--- config.mk ---
export PLATFORM = sky130hd
export DESIGN_NAME = rec_data_cnt
export DESIGN_NICKNAME = d
export VERILOG_FILES = /design/src/rtl/rec_data_cnt_pkg.sv /design/src/rtl/rec_data_buf.sv /design/src/rtl/rec_data_cnt.sv
export SDC_FILE = /design/constraint.sdc
export NUM_CORES = 1
export LEC_CHECK = 0
export ABC_AREA = 1
export CORE_MARGIN = 5
export CORE_UTILIZATION = 50
export CTS_CLUSTER_SIZE = 12
export DETAILED_ROUTE_END_ITERATION = 7
export PLACE_DENSITY = 0.86
export SLEW_MARGIN = 20
export SYNTH_ARGS = -nofsm -noshare
export SYNTH_HDL_FRONTEND = slang
export SYNTH_SLANG_ARGS = --single-unit
--- constraint.sdc ---
create_clock -name clock -period 3.5 [get_ports clock]
set_input_delay 0.7 -clock clock [delete_from_list [all_inputs] [get_ports clock]]
set_output_delay 0.7 -clock clock [all_outputs]
set_load 0.05 [all_outputs]
--- src/rtl/rec_data_cnt_pkg.sv ---
// Shared definitions for the CAN receive data-field counter: state encoding,
// default frame length limit and the length clamp helper.
package rec_data_cnt_pkg;

    typedef enum logic [1:0] {
        ST_IDLE  = 2'd0,
        ST_SHIFT = 2'd1,
        ST_DONE  = 2'd2
    } state_e;

    localparam int MAXLEN_DEFAULT = 8;

    // DLC values above the frame limit (e.g. 9..15) still mean "maxlen bytes".
    function automatic logic [3:0] clamp_len(input logic [3:0] rmlb, input int maxlen);
        return (int'(rmlb) > maxlen) ? 4'(maxlen) : rmlb;
    endfunction

endpackage

--- src/rtl/rec_data_buf.sv ---
// Received-byte store: DEPTH x 8 entries written by the byte strobe,
// read combinationally by index. Only built with REC_DATA_CNT_BUF_EN.
module rec_data_buf #(
    parameter int DEPTH = 8
) (
    input  logic       clock,
    input  logic       reset,
    input  logic       wr_en,
    input  logic [2:0] wr_idx,
    input  logic [7:0] wr_data,
    input  logic [2:0] rd_idx,
    output logic [7:0] rd_data
);

    logic [DEPTH-1:0][7:0] mem_q;

    // One register per entry so the whole store can be cleared by reset.
    for (genvar gi = 0; gi < DEPTH; gi++) begin : g_entry
        always_ff @(posedge clock) begin
            if (reset) begin
                mem_q[gi] <= 8'h00;
            end else if (wr_en && (wr_idx == 3'(gi))) begin
                mem_q[gi] <= wr_data;
            end
        end
    end

    always_comb begin
        rd_data = 8'h00;
        for (int i = 0; i < DEPTH; i++) begin
            if (rd_idx == 3'(i)) begin
                rd_data = mem_q[i];
            end
        end
    end

endmodule

--- src/rtl/rec_data_cnt.sv ---
// CAN receive data-field assembler: packs destuffed bits MSB-first into bytes
// and strobes each byte out. Optional byte store enabled by REC_DATA_CNT_BUF_EN.
module rec_data_cnt
    import rec_data_cnt_pkg::*;
#(
    parameter int MAXLEN = MAXLEN_DEFAULT
) (
    input  logic       clock,
    input  logic       reset,
    input  logic       start,
    input  logic [3:0] rmlb,
    input  logic       bitval,
    input  logic       bitin,
    input  logic       abort,
    output logic [7:0] byte_data,
    output logic       byte_wr,
    output logic [2:0] byte_idx,
    output logic       busy,
    output logic       done
`ifdef REC_DATA_CNT_BUF_EN
    ,
    input  logic [2:0] rdidx,
    output logic [7:0] rddata
`endif
);

    state_e     state_q, state_d;
    logic [3:0] len_q, len_d;
    logic [2:0] bit_cnt_q, bit_cnt_d;
    logic [2:0] byte_cnt_q, byte_cnt_d;
    logic [7:0] shift_q, shift_d;
    logic [7:0] byte_data_q, byte_data_d;
    logic [2:0] byte_idx_q, byte_idx_d;
    logic       byte_wr_q, byte_wr_d;

    always_comb begin
        state_d     = state_q;
        len_d       = len_q;
        bit_cnt_d   = bit_cnt_q;
        byte_cnt_d  = byte_cnt_q;
        shift_d     = shift_q;
        byte_data_d = byte_data_q;
        byte_idx_d  = byte_idx_q;
        byte_wr_d   = 1'b0;

        if (abort) begin
            state_d = ST_IDLE;
        end else if (start) begin
            len_d      = clamp_len(rmlb, MAXLEN);
            bit_cnt_d  = 3'd0;
            byte_cnt_d = 3'd0;
            shift_d    = 8'h00;
            state_d    = (len_d != 4'd0) ? ST_SHIFT : ST_DONE;
        end else begin
            unique case (state_q)
                ST_SHIFT: begin
                    if (bitval) begin
                        shift_d   = {shift_q[6:0], bitin};
                        bit_cnt_d = bit_cnt_q + 3'd1;
                        // Eighth bit completes the byte; it goes straight to the output register.
                        if (bit_cnt_q == 3'd7) begin
                            byte_data_d = {shift_q[6:0], bitin};
                            byte_idx_d  = byte_cnt_q;
                            byte_wr_d   = 1'b1;
                            byte_cnt_d  = byte_cnt_q + 3'd1;
                            if ({1'b0, byte_cnt_q} == (len_q - 4'd1)) begin
                                state_d = ST_DONE;
                            end
                        end
                    end
                end
                ST_DONE:  state_d = ST_IDLE;
                default:  state_d = state_q;
            endcase
        end
    end

    always_ff @(posedge clock) begin
        if (reset) begin
            state_q     <= ST_IDLE;
            len_q       <= 4'd0;
            bit_cnt_q   <= 3'd0;
            byte_cnt_q  <= 3'd0;
            shift_q     <= 8'h00;
            byte_data_q <= 8'h00;
            byte_idx_q  <= 3'd0;
            byte_wr_q   <= 1'b0;
        end else begin
            state_q     <= state_d;
            len_q       <= len_d;
            bit_cnt_q   <= bit_cnt_d;
            byte_cnt_q  <= byte_cnt_d;
            shift_q     <= shift_d;
            byte_data_q <= byte_data_d;
            byte_idx_q  <= byte_idx_d;
            byte_wr_q   <= byte_wr_d;
        end
    end

    // DONE lasts one cycle and is entered on the final byte edge, so done
    // lines up with the last byte_wr.
    assign byte_data = byte_data_q;
    assign byte_idx  = byte_idx_q;
    assign byte_wr   = byte_wr_q;
    assign busy      = (state_q == ST_SHIFT);
    assign done      = (state_q == ST_DONE);

`ifdef REC_DATA_CNT_BUF_EN
    rec_data_buf #(
        .DEPTH (MAXLEN)
    ) u_buf (
        .clock   (clock),
        .reset   (reset),
        .wr_en   (byte_wr_q),
        .wr_idx  (byte_idx_q),
        .wr_data (byte_data_q),
        .rd_idx  (rdidx),
        .rd_data (rddata)
    );
`endif

endmodule

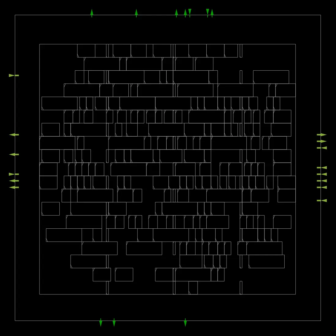
(cell placement)
fillers: 235
Final Core Density: 0.630
Cell Count, Final, Fillers Out: 243

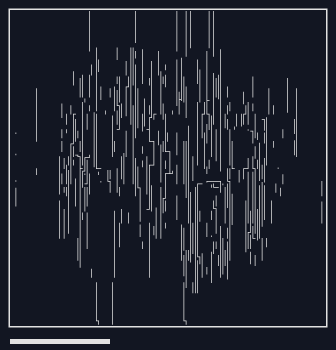
(signal wires on met2)
Scale bar: 20 um.
longest straight run: 24.3 um
wire length on this layer: 1330 um
main direction: vertical
share of all routed wire: 47%
WL final: 2810 um
vias: 1241
met2 usage in global routing: 0.259

-- per-layer routing --
metal / global-route usage / wire length [um] / up-vias
li1: - / - / 642
met1: 0.185 / 1290 / 562
met2: 0.259 / 1330 / 30
met3: 0.0444 / 141 / 7
met4: 0.0637 / 48 / 0
met5: 0 / 0 / -
-- state kept, by name, summed over array words and instances (netlist names) --
signal / flops
state_q: 2
len_q: 4
byte_cnt_q: 3
bit_cnt_q: 3
byte_idx: 3
shift_q: 7
byte_data: 8
byte_wr: 1
-- synth_stat cells, drive strengths merged --
master and n:
buf 3, nor3 1, clkbuf 1, nand3 15, ha 4, dfxtp 31, a211oi 1, a21oi 20
o21ai 6, nand2 60, inv 23, nand4 1, nor2 15, o211a 1, o32ai 2
-- power by group --
group	internal [mW]	switching, mW	leakage, nW
Combinational	0.0218	0.0341	0.456
Clock	0.0766	0.128	0.0272
Sequential	0.356	0.00242	0.250
-- metrics by stage --
stage / cell area, um^2 / utilization / std cells / hold slack, ns / power (mW)
floorplan: 1410 / - / 184 / 0.438 / 0.400
global placement: 1660 / 0.609 / 235 / 0.453 / 0.421
detailed placement: 1660 / 0.609 / 235 / 0.457 / 0.422
CTS: 1720 / 0.630 / 243 / 0.474 / 0.624
global route: 1720 / 0.630 / 243 / 0.497 / 0.649
finish: 1720 / 0.630 / 243 / 0.473 / 0.619
-- layout by cell type, fill, tap and decap left out, types with 3 or more instances in the layout --
cell type and count:
ha_1 4, nand3_1 15, o21ai_1 3, dfxtp_1 31
clkbuf_4 5, o21ai_0 3, a21oi_1 13, nor2_1 10
nand2_1 52, clkdlybuf4s50_1 23, inv_1 21, a21oi_2 7
nand2_2 5, nand2_4 3
-- path summary, 6_finish.rpt --
kind	cells after the start	slack (ns)	end
hold reg to reg	2	0.47	byte_data[2]
setup / recovery	3	1.06	done
setup reg to reg	7	1.85	byte_data[7]
hold / removal	2	0.47	byte_data[2]
-- worst max-delay path, stage by stage (launching register included) --
cell	delay [ns]
dfxtp_1	0.40
inv_1	0.07
nor2_1	0.12
clkdlybuf4s50_1	0.82
-- cells by family (layout without fill, tap and decap cells) --
kind of cell    after synthesis  in the layout  share of synthesized area
simple gates                 92             92                      0.311
flops                        31             31                      0.439
compound gates               30             30                      0.136
buf+inv                      27             55                     0.0788
fa+ha+maj                     4              4                     0.0354
-- cell type report --
type	instances	share of cell area
multi-input cells	126	0.395
clock buffers	5	0.0218
inverters	23	0.0501
flip-flops and latches	31	0.360
repair buffers	24	0.138
well taps	31	0.0225
clock inverters	3	0.0116
==> notes.md <==
run metrics: worst vdd ir 0.000378 V, FF+latch count, synth 31, diode count 0, worst path required time 2.80 ns, vias per cell 5.11, root buffer selected by CTS clkbuf_4, # Post-CTS Setup Buffers 0, Setup WS pre-CTS 1.16 ns, layout cells sized above 1 0.146, Final ANT Viol Nets 0, number of logged tool warnings 26, crit path max fanout 3, CP startpoint kind flop, Crit Reg-Reg Startpoint bit_cnt_q[0], minimum clock period 2.44 ns, f_max 0.411 GHz, Routed wire per std cell 11.6 um, Post-Synthesis Cells 184, Hold Crit Start shift_q[1], Port Buf Inserts 23, DRT Pass-1 Iters 4, CP arrival 1.74 ns, final hold violation count 0, CTS tree yes, Clock Latency Late Sink 0.34 ns, DP Wirelength 2060 um, Logic cell area 681 um^2, Yosys top cell by area dfxtp_1, Crit. End Element output port, placer congestion estimate 0.795, Mapped Nets 198, Setup WS post-layout 1.06 ns, Yosys Instances 184, clock buffer depth 2, remaining global-route overflow 0, Initial Util 0.517, first-pass GRT wire length 5080 um, leakage 0.734 nW, pwr/cell area 359 nW/um^2, Fin Setup TNS 0 ns, Reg clk slew, reported paths 0.11 ns, Reg area 621 um^2, nets 225, Die H 63.2 um, synthesized area 1410 um^2, Synth area leaders dfxtp_1 44%, nand2_1 14%, inv_1 5.6%, Die Area 3990 um^2, GRT Total Usage 0.155, Row Count 19, Max Clock Skew 0.0121 ns, initial antenna violation count 0, Crit. Startpoint state_q[1], run status finished, final reports clean, Detailed Route Iter0 Violations 76, Mapped Avg Cell Area 7.68 um^2, Final setup violation count 0, Slew HR 0.668, register share after synthesis 0.439, largest net degree at the start of global routing 20, critical path type flop to output port, area of the core 2730 um^2, max-cap violations 0, distinct cell type count of the synthesized netlist 24, pins over their slew limit 0, htree depth 2, Area Overhead vs Synth 21.9%, Period Utilization, post-route 0.696, hold-fix buffers at CTS 0, Worst Tran Pin Value 0.496 ns, vias in the first global route 1203, Hold WC Path Type flop to flop, Yosys warning total 0, clock sink count 31, TritonCTS buffer count 5, area reported by Yosys stat 1410 um^2, RSZ-0062 raised after global routing false, Resized Gates After CTS 0, Max-area cell share 0.439, die x size 63.2 um, Top Ports 24, DRC viols 0
Power figures rest on the tool's default switching activity, not on a simulated workload.
